`src/rtl/vend_dispense_sched.sv`:
```
// vend_dispense_sched
//   Shares a single chocolate dispenser between NPORT coin kiosks. Each port
//   accumulates credit from 1- and 2-rupee coin pulses. Once a port holds at
//   least PRICE, a round-robin arbiter grants it the dispenser over a
//   disp_req/disp_ack handshake. It then pulses the product and change
//   indications back to that port.
//
// Ports
//   clk, reset         rising-edge clock, asynchronous active-low reset
//   one_in, two_in     per-port coin pulses (one cycle per coin)
//   disp_req/disp_port request to the dispenser and the granted port index
//   disp_ack           dispenser finished (only honoured while granting)
//   choco_out          one-cycle product pulse on the served port
//   chng_out/chng_amt  one-cycle change pulse and amount (credit - PRICE)
//   coin_rej           one-cycle pulse, a cycle after a refused coin
//   fault              one-cycle pulse when a grant times out
//   busy               FSM is not idle
module vend_dispense_sched #(
    parameter int NPORT      = 4,
    parameter int PRICE      = 3,
    parameter int MAX_CREDIT = 6,
    parameter int CW         = 3,
    parameter int TIMEOUT    = 255
) (
    input  logic                     clk,
    input  logic                     reset,
    input  logic [NPORT-1:0]         one_in,
    input  logic [NPORT-1:0]         two_in,
    output logic                     disp_req,
    output logic [$clog2(NPORT)-1:0] disp_port,
    input  logic                     disp_ack,
    output logic [NPORT-1:0]         choco_out,
    output logic [NPORT-1:0]         chng_out,
    output logic [CW-1:0]            chng_amt,
    output logic [NPORT-1:0]         coin_rej,
    output logic                     fault,
    output logic                     busy
);

    localparam int PW = $clog2(NPORT);
    localparam int TW = $clog2(TIMEOUT + 1);

    typedef enum logic [1:0] {
        IDLE  = 2'd0,
        GRANT = 2'd1,
        DONE  = 2'd2
    } state_e;

    state_e                   state_q, state_d;
    logic [NPORT-1:0][CW-1:0] credit_q, credit_d;
    logic [NPORT-1:0]         coin_rej_q, coin_rej_d;
    logic [PW-1:0]            win_q, win_d;
    logic [PW-1:0]            rr_q, rr_d;
    logic [TW-1:0]            tmo_q, tmo_d;
    logic                     fault_q, fault_d;

    logic [NPORT-1:0]         ready;
    logic                     arb_found;
    logic [PW-1:0]            arb_idx;
    logic [PW:0]              cand;
    logic [PW-1:0]            win_inc;
    logic                     tmo_hit;

    // ------------------------------------------------------------------
    // Per-port coin intake and credit bookkeeping
    // ------------------------------------------------------------------
    for (genvar p = 0; p < NPORT; p++) begin : g_port
        logic [CW:0]   add;
        logic [CW:0]   sum;
        logic [CW-1:0] cred_nxt;
        logic          granted;
        logic          both;
        logic          over;

        always_comb begin
            add = '0;
            if (one_in[p] && !two_in[p]) begin
                add = (CW+1)'(1);
            end else if (two_in[p] && !one_in[p]) begin
                add = (CW+1)'(2);
            end
        end

        // One extra bit so the ceiling check sees the true sum.
        assign sum     = {1'b0, credit_q[p]} + add;
        assign granted = (state_q != IDLE) && (win_q == PW'(p));
        assign both    = one_in[p] & two_in[p];
        assign over    = sum > (CW+1)'(MAX_CREDIT);

        assign coin_rej_d[p] = both | ((add != '0) & (granted | over));
        assign ready[p]      = credit_q[p] >= CW'(PRICE);

        always_comb begin
            cred_nxt = credit_q[p];
            if (state_q == DONE && win_q == PW'(p)) begin
                cred_nxt = '0;
            end else if (add != '0 && !granted && !over) begin
                cred_nxt = sum[CW-1:0];
            end
        end

        assign credit_d[p] = cred_nxt;
    end

    // ------------------------------------------------------------------
    // Round-robin search starting at rr_q; the first ready port wins
    // ------------------------------------------------------------------
    always_comb begin : arb_p
        arb_found = 1'b0;
        arb_idx   = '0;
        cand      = '0;
        for (int i = 0; i < NPORT; i++) begin
            cand = {1'b0, rr_q} + (PW+1)'(i);
            if (cand >= (PW+1)'(NPORT)) begin
                cand = cand - (PW+1)'(NPORT);
            end
            if (!arb_found && ready[cand[PW-1:0]]) begin
                arb_found = 1'b1;
                arb_idx   = cand[PW-1:0];
            end
        end
    end

    assign win_inc = (win_q == PW'(NPORT - 1)) ? '0 : win_q + PW'(1);
    // The grant lasts exactly TIMEOUT cycles when no ack arrives.
    assign tmo_hit = (tmo_q == TW'(TIMEOUT - 1));

    // ------------------------------------------------------------------
    // FSM: state register
    // ------------------------------------------------------------------
    always_ff @(posedge clk or negedge reset) begin
        if (!reset) begin
            state_q <= IDLE;
        end else begin
            state_q <= state_d;
        end
    end

    // FSM: next state
    always_comb begin : nxt_p
        state_d = state_q;
        case (state_q)
            IDLE:    if (arb_found) state_d = GRANT;
            GRANT: begin
                if (disp_ack) begin
                    state_d = DONE;
                end else if (tmo_hit) begin
                    state_d = IDLE;
                end
            end
            DONE:    state_d = IDLE;
            default: state_d = IDLE;
        endcase
    end

    // FSM: outputs (decoded from state so reset drops them immediately)
    always_comb begin : out_p
        disp_req  = 1'b0;
        choco_out = '0;
        chng_out  = '0;
        chng_amt  = '0;
        case (state_q)
            GRANT: disp_req = 1'b1;
            DONE: begin
                choco_out[win_q] = 1'b1;
                if (credit_q[win_q] > CW'(PRICE)) begin
                    chng_out[win_q] = 1'b1;
                    chng_amt        = credit_q[win_q] - CW'(PRICE);
                end
            end
            default: ;
        endcase
    end

    // ------------------------------------------------------------------
    // Winner, pointer, timeout and fault bookkeeping
    // ------------------------------------------------------------------
    always_comb begin : dp_p
        win_d   = win_q;
        rr_d    = rr_q;
        tmo_d   = tmo_q;
        fault_d = 1'b0;
        case (state_q)
            IDLE: begin
                if (arb_found) begin
                    win_d = arb_idx;
                    tmo_d = '0;
                end
            end
            GRANT: begin
                if (!disp_ack) begin
                    if (tmo_hit) begin
                        // Abandon the grant; the port keeps its credit.
                        fault_d = 1'b1;
                        rr_d    = win_inc;
                        tmo_d   = '0;
                    end else begin
                        tmo_d = tmo_q + TW'(1);
                    end
                end
            end
            DONE: begin
                rr_d  = win_inc;
                tmo_d = '0;
            end
            default: ;
        endcase
    end

    always_ff @(posedge clk or negedge reset) begin
        if (!reset) begin
            credit_q   <= '0;
            coin_rej_q <= '0;
            win_q      <= '0;
            rr_q       <= '0;
            tmo_q      <= '0;
            fault_q    <= 1'b0;
        end else begin
            credit_q   <= credit_d;
            coin_rej_q <= coin_rej_d;
            win_q      <= win_d;
            rr_q       <= rr_d;
            tmo_q      <= tmo_d;
            fault_q    <= fault_d;
        end
    end

    assign disp_port = win_q;
    assign coin_rej  = coin_rej_q;
    assign fault     = fault_q;
    assign busy      = (state_q != IDLE);

endmodule

```
`config.mk`:
```
export PLATFORM = sky130hd
export DESIGN_NAME = vend_dispense_sched
export DESIGN_NICKNAME = d
export VERILOG_FILES = /design/src/rtl/vend_dispense_sched.sv
export SDC_FILE = /design/constraint.sdc
export NUM_CORES = 1
export LEC_CHECK = 0
export CELL_PAD_IN_SITES_DETAIL_PLACEMENT = 1
export CELL_PAD_IN_SITES_GLOBAL_PLACEMENT = 1
export CORE_ASPECT_RATIO = 1.2
export CORE_MARGIN = 10
export CORE_UTILIZATION = 39
export CTS_CLUSTER_DIAMETER = 80
export DETAILED_ROUTE_END_ITERATION = 12
export PLACE_DENSITY = 0.74
export SLEW_MARGIN = 10
export SYNTH_ARGS = -nofsm -noshare
export SYNTH_HDL_FRONTEND = slang
export SYNTH_SLANG_ARGS = --single-unit
export TNS_END_PERCENT = 100
```
`constraint.sdc`:
```
create_clock -name clk -period 4.15 [get_ports clk]
set_input_delay 0.83 -clock clk [delete_from_list [all_inputs] [get_ports clk]]
set_output_delay 0.83 -clock clk [all_outputs]
set_load 0.005 [all_outputs]
```
Fig. 1: routed metal, one colour a layer
(4 px per um) Two of the layers only.
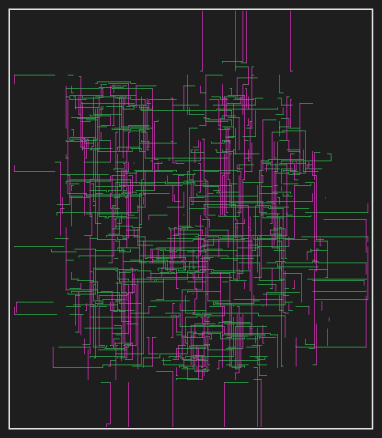
Key: metal 1 = green [wire length 2690 um]; metal 2 = magenta [wire length 2880 um]

==> flow_metrics.tcl <==
# flow metrics
set metrics [dict create \
    crit_top_cell "ha_1" \
    outcome "finished clean" \
    dieArea_um2 9450 \
    avgSynthCellArea_um2 9.67 \
    first_global_vias 2004 \
    clkbuf_count 8 \
    dr_wl_met3_um 134 \
    syn-cell-area_um2 2320 \
    timing.hold.ws_ps 544 \
    wl_per_cell_um 16.2 \
    gp_congestion 0.811 \
    fin_total_pwr_uw 1740 \
    setup_viol 0 \
    post-cts-setup-buffer-count 0 \
    numCtsBuffers 5 \
    worstPathArrival_ps 3510 \
    edf_count 0 \
    sh_seq_area_pct 27.6 \
    power_switching_uw 756 \
    wl_met2_um 2880 \
    signal_buffers 31 \
    fin_worst_skew_ps 7.85 \
    layout-drive-gt1-share_pct 7.61 \
    synth-seq-cells 31 \
    clock_power_share_pct 15.9 \
    syn_inst 240 \
    path_class "in2reg" \
    cts-resized-gates 0 \
    grt_util_met2_pct 21.0 \
    p_per_area_nw_per_um2 621 \
    nNetsFinal 318 \
    clockBufferDepth 2 \
    yosysWarnings 0 \
    comb_area_um2 1450 \
    critical_path.top_delay_family "AND-OR/OR-AND gates" \
    min_to "tmo_q[5]" \
    largest-register "credit_q" \
    synthTopCellsByArea "dfrtp_1, ha_1, a21oi_1" \
    antenna_cells 0 \
    cts_hold_buf 0 \
    aoi_share_pct 21.7 \
    crit_path_end "credit_q[3]" \
    io_buffers 30 \
    inv_count 21 \
    place_inst 348 \
    period_minus_slack_ps 3340 \
    r2r_slack_ps 1620 \
    dpl.hpwl_um 4490 \
    ff2ff_path_depth 6 \
    crit_path_start "two_in[1]" \
    largest_reg_flops 12 \
    power.group.top "combinational logic" \
    holdPathStages 1 \
    postLayoutCoreUtil_pct 49.3 \
    antenna_found_initial 0 \
    dr.first_iter.drc_count 74 \
    fin_cells 356 \
    ys_area_um2 2320 \
    dr.pass1.iters 6 \
    cp.depth 9 \
    mux_share_pct 5.66 \
    relSlewSlack_pct 44.3 \
    crit_chain "clkdlybuf4s50_1 -> inv_1 -> ha_1 -> ha_1 -> fa_1 -> xor2_1 -> a222oi_1 -> a21oi_1 -> a31o_2" \
    seqCellArea_um2 776 \
    warning_count 39 \
    htreeDepth 2 \
]
Fig. 2: I/O pins on the die edge
(4 px per um) Pins as bars across the die edge, other pins in grey.
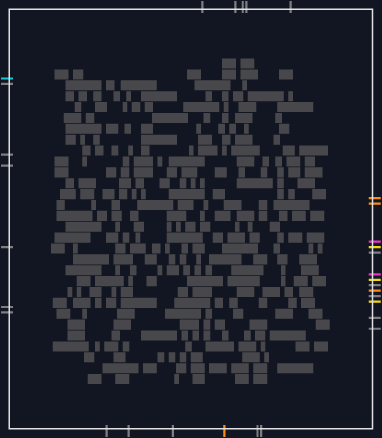
Key: clk = cyan [pins 1, direction input, edge left]; chng_amt = yellow [pins 3, direction output, edge right]; chng_out = orange [pins 4, direction output, edge 3 right, 1 bottom]; disp_port = magenta [pins 2, direction output, edge right]

